**src/rtl/instruction_fetch_ctrl_pkg.sv**
```systemverilog
// Shared types and constants for the instruction fetch sequencer.
// Holds the FSM state encoding, the fault codes and the instruction size.
package fetch_pkg;

    typedef enum logic {
        FETCH = 1'b0,
        HALT  = 1'b1
    } fetch_state_e;

    localparam logic [1:0] FAULT_NONE     = 2'b00;
    localparam logic [1:0] FAULT_MISALIGN = 2'b01;
    localparam logic [1:0] FAULT_RANGE    = 2'b10;

    localparam int INST_BYTES = 4;

    function automatic logic is_word_aligned(input logic [1:0] addr_lsb);
        return addr_lsb == 2'b00;
    endfunction

endpackage

```
**src/rtl/instruction_fetch_ctrl_if.sv**
```systemverilog
// Bundle of the memory, redirect and decode-handshake signals of the fetch unit.
// The master side is the fetch controller; the slave side is memory plus decode.
interface instruction_fetch_ctrl_if #(
    parameter int ADDR_W = 64
);
    logic [ADDR_W-1:0] Inst_Address;
    logic [31:0]       Instruction;
    logic              Redirect;
    logic [ADDR_W-1:0] Redirect_Target;
    logic              Fetch_Valid;
    logic              Fetch_Ready;
    logic [31:0]       Fetch_Instruction;
    logic [ADDR_W-1:0] Fetch_PC;
    logic [1:0]        Fault;
    logic [31:0]       Fetch_Count;

    modport master (
        output Inst_Address,
        input  Instruction,
        input  Redirect,
        input  Redirect_Target,
        output Fetch_Valid,
        input  Fetch_Ready,
        output Fetch_Instruction,
        output Fetch_PC,
        output Fault,
        output Fetch_Count
    );

    modport slave (
        input  Inst_Address,
        output Instruction,
        output Redirect,
        output Redirect_Target,
        input  Fetch_Valid,
        output Fetch_Ready,
        input  Fetch_Instruction,
        input  Fetch_PC,
        input  Fault,
        input  Fetch_Count
    );
endinterface

```
**src/rtl/instruction_fetch_ctrl_out_reg.sv**
```systemverilog
// One-entry holding register for {instruction, pc} towards decode.
// Flush wins over load; with neither asserted the entry holds.
module fetch_out_reg #(
    parameter int ADDR_W = 64
) (
    input  logic              clk,
    input  logic              reset,
    input  logic              load,
    input  logic              flush,
    input  logic [31:0]       in_inst,
    input  logic [ADDR_W-1:0] in_pc,
    output logic              valid,
    output logic [31:0]       inst,
    output logic [ADDR_W-1:0] pc
);

    logic              valid_q, valid_d;
    logic [31:0]       inst_q, inst_d;
    logic [ADDR_W-1:0] pc_q, pc_d;

    always_comb begin
        valid_d = valid_q;
        inst_d  = inst_q;
        pc_d    = pc_q;
        if (flush) begin
            valid_d = 1'b0;
        end else if (load) begin
            valid_d = 1'b1;
            inst_d  = in_inst;
            pc_d    = in_pc;
        end
    end

    always_ff @(posedge clk) begin
        if (reset) begin
            valid_q <= 1'b0;
            inst_q  <= '0;
            pc_q    <= '0;
        end else begin
            valid_q <= valid_d;
            inst_q  <= inst_d;
            pc_q    <= pc_d;
        end
    end

    assign valid = valid_q;
    assign inst  = inst_q;
    assign pc    = pc_q;

endmodule

```
**src/rtl/instruction_fetch_ctrl.sv**
```systemverilog
// Fetch sequencer: owns the PC, drives instruction memory, hands words to decode,
// follows redirects and halts with a fault code on bad fetch addresses.
module instruction_fetch_ctrl
    import fetch_pkg::*;
#(
    parameter int              ADDR_W    = 64,
    parameter logic [ADDR_W-1:0] RESET_PC = '0,
    parameter int              MEM_BYTES = 16
) (
    input  logic                     clk,
    input  logic                     reset,
    instruction_fetch_ctrl_if.master bus
);

    // Highest PC whose full word still lies inside the memory.
    localparam logic [ADDR_W-1:0] LAST_PC  = ADDR_W'(MEM_BYTES - INST_BYTES);
    localparam logic [ADDR_W-1:0] PC_STEP  = ADDR_W'(INST_BYTES);

    fetch_state_e      state_q, state_d;
    logic [ADDR_W-1:0] pc_q, pc_d;
    logic [1:0]        fault_q, fault_d;
    logic [31:0]       count_q, count_d;

    logic              out_load;
    logic              out_flush;
    logic              out_valid;
    logic [31:0]       out_inst;
    logic [ADDR_W-1:0] out_pc;

    logic              accept;
    logic              slot_free;

    assign accept    = out_valid && bus.Fetch_Ready;
    assign slot_free = !out_valid || bus.Fetch_Ready;

    always_comb begin
        state_d   = state_q;
        pc_d      = pc_q;
        fault_d   = fault_q;
        out_load  = 1'b0;
        out_flush = 1'b0;
        count_d   = accept ? count_q + 32'd1 : count_q;

        case (state_q)
            FETCH: begin
                if (bus.Redirect) begin
                    out_flush = 1'b1;
                    pc_d      = bus.Redirect_Target;
                    if (!is_word_aligned(bus.Redirect_Target[1:0])) begin
                        state_d = HALT;
                        fault_d = FAULT_MISALIGN;
                    end
                end else if (slot_free) begin
                    if (pc_q <= LAST_PC) begin
                        out_load = 1'b1;
                        pc_d     = pc_q + PC_STEP;
                    end else begin
                        out_flush = 1'b1;
                        state_d   = HALT;
                        fault_d   = FAULT_RANGE;
                    end
                end
            end
            HALT: begin
                out_flush = 1'b1;
            end
            default: begin
                state_d = HALT;
            end
        endcase
    end

    always_ff @(posedge clk) begin
        if (reset) begin
            state_q <= FETCH;
            pc_q    <= RESET_PC;
            fault_q <= FAULT_NONE;
            count_q <= '0;
        end else begin
            state_q <= state_d;
            pc_q    <= pc_d;
            fault_q <= fault_d;
            count_q <= count_d;
        end
    end

    fetch_out_reg #(
        .ADDR_W (ADDR_W)
    ) u_out_reg (
        .clk     (clk),
        .reset   (reset),
        .load    (out_load),
        .flush   (out_flush),
        .in_inst (bus.Instruction),
        .in_pc   (pc_q),
        .valid   (out_valid),
        .inst    (out_inst),
        .pc      (out_pc)
    );

    assign bus.Inst_Address      = pc_q;
    assign bus.Fetch_Valid       = out_valid;
    assign bus.Fetch_Instruction = out_inst;
    assign bus.Fetch_PC          = out_pc;
    assign bus.Fault             = fault_q;
    assign bus.Fetch_Count       = count_q;

endmodule

```
**src/flat_wrapper.sv**
```systemverilog
// flat-port wrapper written by rule: the top's interface ports become plain ports
module instruction_fetch_ctrl_flat import fetch_pkg::*;
#(
    parameter int              ADDR_W    = 64,
    parameter logic [ADDR_W-1:0] RESET_PC = '0,
    parameter int              MEM_BYTES = 16
)
  (clk, reset, bus_Inst_Address, bus_Instruction, bus_Redirect, bus_Redirect_Target, bus_Fetch_Valid, bus_Fetch_Ready, bus_Fetch_Instruction, bus_Fetch_PC, bus_Fault, bus_Fetch_Count);
  instruction_fetch_ctrl_if #(.ADDR_W(ADDR_W)) bus_i ();
  input  logic clk;
  input  logic reset;
  output wire logic [$bits(bus_i.Inst_Address)-1:0] bus_Inst_Address;
  input wire logic [$bits(bus_i.Instruction)-1:0] bus_Instruction;
  input wire logic [$bits(bus_i.Redirect)-1:0] bus_Redirect;
  input wire logic [$bits(bus_i.Redirect_Target)-1:0] bus_Redirect_Target;
  output wire logic [$bits(bus_i.Fetch_Valid)-1:0] bus_Fetch_Valid;
  input wire logic [$bits(bus_i.Fetch_Ready)-1:0] bus_Fetch_Ready;
  output wire logic [$bits(bus_i.Fetch_Instruction)-1:0] bus_Fetch_Instruction;
  output wire logic [$bits(bus_i.Fetch_PC)-1:0] bus_Fetch_PC;
  output wire logic [$bits(bus_i.Fault)-1:0] bus_Fault;
  output wire logic [$bits(bus_i.Fetch_Count)-1:0] bus_Fetch_Count;
  assign bus_Inst_Address = bus_i.Inst_Address;
  assign bus_i.Instruction = bus_Instruction;
  assign bus_i.Redirect = bus_Redirect;
  assign bus_i.Redirect_Target = bus_Redirect_Target;
  assign bus_Fetch_Valid = bus_i.Fetch_Valid;
  assign bus_i.Fetch_Ready = bus_Fetch_Ready;
  assign bus_Fetch_Instruction = bus_i.Fetch_Instruction;
  assign bus_Fetch_PC = bus_i.Fetch_PC;
  assign bus_Fault = bus_i.Fault;
  assign bus_Fetch_Count = bus_i.Fetch_Count;
  instruction_fetch_ctrl #(.ADDR_W(ADDR_W), .RESET_PC(RESET_PC), .MEM_BYTES(MEM_BYTES)) u_core (.clk(clk), .reset(reset), .bus(bus_i));
endmodule
```
**config.mk**
```make
export PLATFORM = sky130hd
export DESIGN_NAME = instruction_fetch_ctrl_flat
export DESIGN_NICKNAME = d
export VERILOG_FILES = /design/src/rtl/instruction_fetch_ctrl_pkg.sv /design/src/rtl/instruction_fetch_ctrl_if.sv /design/src/rtl/instruction_fetch_ctrl_out_reg.sv /design/src/rtl/instruction_fetch_ctrl.sv /design/src/flat_wrapper.sv
export SDC_FILE = /design/constraint.sdc
export NUM_CORES = 1
export LEC_CHECK = 0
export CORE_ASPECT_RATIO = 1.1
export CORE_UTILIZATION = 45
export CTS_BUF_LIST = sky130_fd_sc_hd__clkbuf_4 sky130_fd_sc_hd__clkbuf_8
export CTS_CLUSTER_DIAMETER = 80
export DETAILED_ROUTE_END_ITERATION = 8
export GPL_ROUTABILITY_DRIVEN = 0
export HOLD_SLACK_MARGIN = 0.1
export PLACE_DENSITY = 0.83
export REMOVE_ABC_BUFFERS = 1
export SYNTH_ARGS = -nofsm -noshare
export SYNTH_HDL_FRONTEND = slang
export SYNTH_HIERARCHICAL = 1
export SYNTH_SLANG_ARGS = --single-unit
```
**constraint.sdc**
```tcl
create_clock -name clk -period 3 [get_ports clk]
set_input_delay 0.75 -clock clk [delete_from_list [all_inputs] [get_ports clk]]
set_output_delay 0.75 -clock clk [all_outputs]
set_load 0.1 [all_outputs]
```
==> images/zoom.png <==
Window x 55 to 80, y 61 to 86 um. Cells in gray, sequential cells in the stronger gray; small squares are vias.
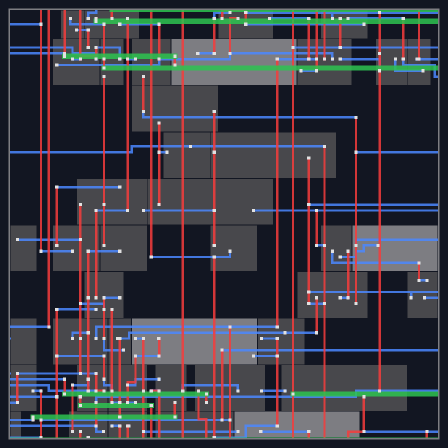
layer	color
met3	green
met1	blue
met2	red
cells with their middle in the window	39
netlist names of flops here include	`u_core/u_out_reg/pc` (2)
most frequent	buf_4 (6), dfxtp_1 (4)
sequential cells in the window	4

==> images/registers.png <==
Drawn at 2 px/um. Other sequential cells in the stronger gray, the rest of the logic in the fainter gray.
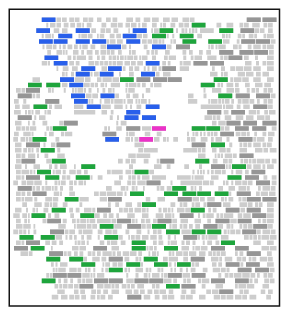
name in the netlist	color	flops
`u_core/bus.Fault`	magenta	2
`u_core/bus.Inst_Address`	green	64
`u_core/bus.Fetch_Count`	blue	32
flop share of the area: 33.1%
fin util: 63.4%
sequential cell area: 3920 um2
Flop+latch power: 2710 uW

==> impl_metrics.env <==
# implementation run metrics
export IMPL_outcome="finished, final reports clean"
export IMPL_endpoint_kind="register"
export IMPL_period_used_pct=89.2
export IMPL_dp_hpwl_um=18700
export IMPL_yosys_area_um2=8680
export IMPL_fp_dieH_um=148
export IMPL_routed_via_density=5.56
export IMPL_worstSkewPairLatency_ns=0.48
export IMPL_cts_sinks=196
export IMPL_slew_headroom_pct=57.2
export IMPL_post_cts_buffers=0
export IMPL_postSynthAreaPerCell_um2=8.88
export IMPL_reg2reg_depth=8
export IMPL_r2r_start="u_core/bus.Inst_Address[38]"
export IMPL_dp_worst_setup_slack_ns=0.155
export IMPL_mux_share_pct=0
export IMPL_critPathMaxFanout=74
export IMPL_cp_required_ns=3.34
export IMPL_adder_share_pct=0.288
export IMPL_synthSimpleGateAreaFrac_pct=34.9
export IMPL_whs_path_depth=2
export IMPL_synth_xor_area_share_pct=3.03
export IMPL_totalPowerFinal_uw=5370
export IMPL_final_nets=1342
export IMPL_fin_crit_ns=2.68
export IMPL_post_cts_resized=0
export IMPL_warnings=25
export IMPL_crit_type="reg -> reg"
export IMPL_yosysCellCount=977
export IMPL_drive_gt1_share_pct=21.7
export IMPL_top_area_share_pct=45.2
==> images/drive_strength.png <==
Drawn at 3 px/um.
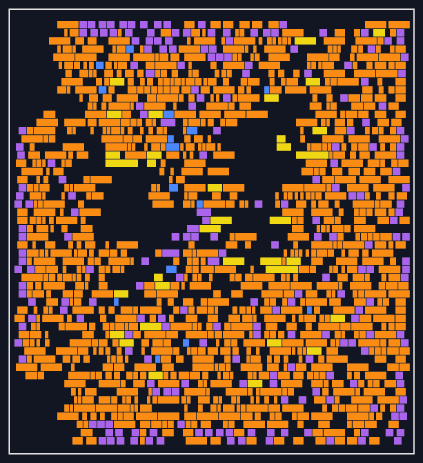
size	color	cells
drive 2	blue	15
drive 1 or less	orange	981
drive 6 and up	yellow	34
drive 3 to 4	purple	223
synthesis-to-finish area growth: 36.4%
post-route cell area: 11800 um2

sequential cells by signal (all words and copies together) (netlist names):
name and count:
u_core/u_out_reg/inst 32, u_core/bus.Inst_Address 64, u_core/bus.Fetch_Count 32, u_core/state_q 1, u_core/bus.Fault 2, u_core/u_out_reg/pc 64, u_core/u_out_reg/valid 1
worst max-delay path, stage by stage (launching register included):
cell and delay (ns):
dfxtp_1 0.39, nor4_1 0.48, nand4_1 0.30, nor3_4 0.21, a21o_1 0.21, nand2_2 0.22, nor2b_4 0.21, buf_12 0.30
o21ai_0 0.18
kinds of logic after synthesis:
kind of cell	after synthesis
flops	196
xor+xnor	30
simple gates	470
compound gates	192
buf+inv	87
fa+ha+maj	2
final cells by class:
type / instances / area, um2 / area share [%]
multi-input cells: 694 / 4390 / 37.1
flip-flops and latches: 196 / 3920 / 33.1
repair buffers: 322 / 2750 / 23.3
well taps: 243 / 304 / 2.57
clock buffers: 21 / 283 / 2.39
clock inverters: 11 / 145 / 1.23
inverters: 9 / 33.8 / 0.285
diodes: 1 / 2.50 / 0.0211
where the power goes:
| part | switching, uW | internal, uW |
|---|---|---|
| combinational | 533 | 281 |
| sequential | 63.8 | 2650 |
| clock | 942 | 905 |
| total | 1540 | 3830 |
metrics by stage:
stage               hold slack, ns  TNS (ns)  area, um2
floorplan                    0.529   -190.80       8330
global placement             0.453         0      11400
detailed placement           0.454         0      11400
CTS                          0.471         0      11800
global route                 0.494         0      11800
finish                       0.471         0      11800
routing by layer:
metal,vias up,wire (um)
li1,3998,-
met1,3952,11000
met2,324,13100
met3,49,2050
met4,0,778
met5,-,0
Power figures rest on the tool's default switching activity, not on a simulated workload.
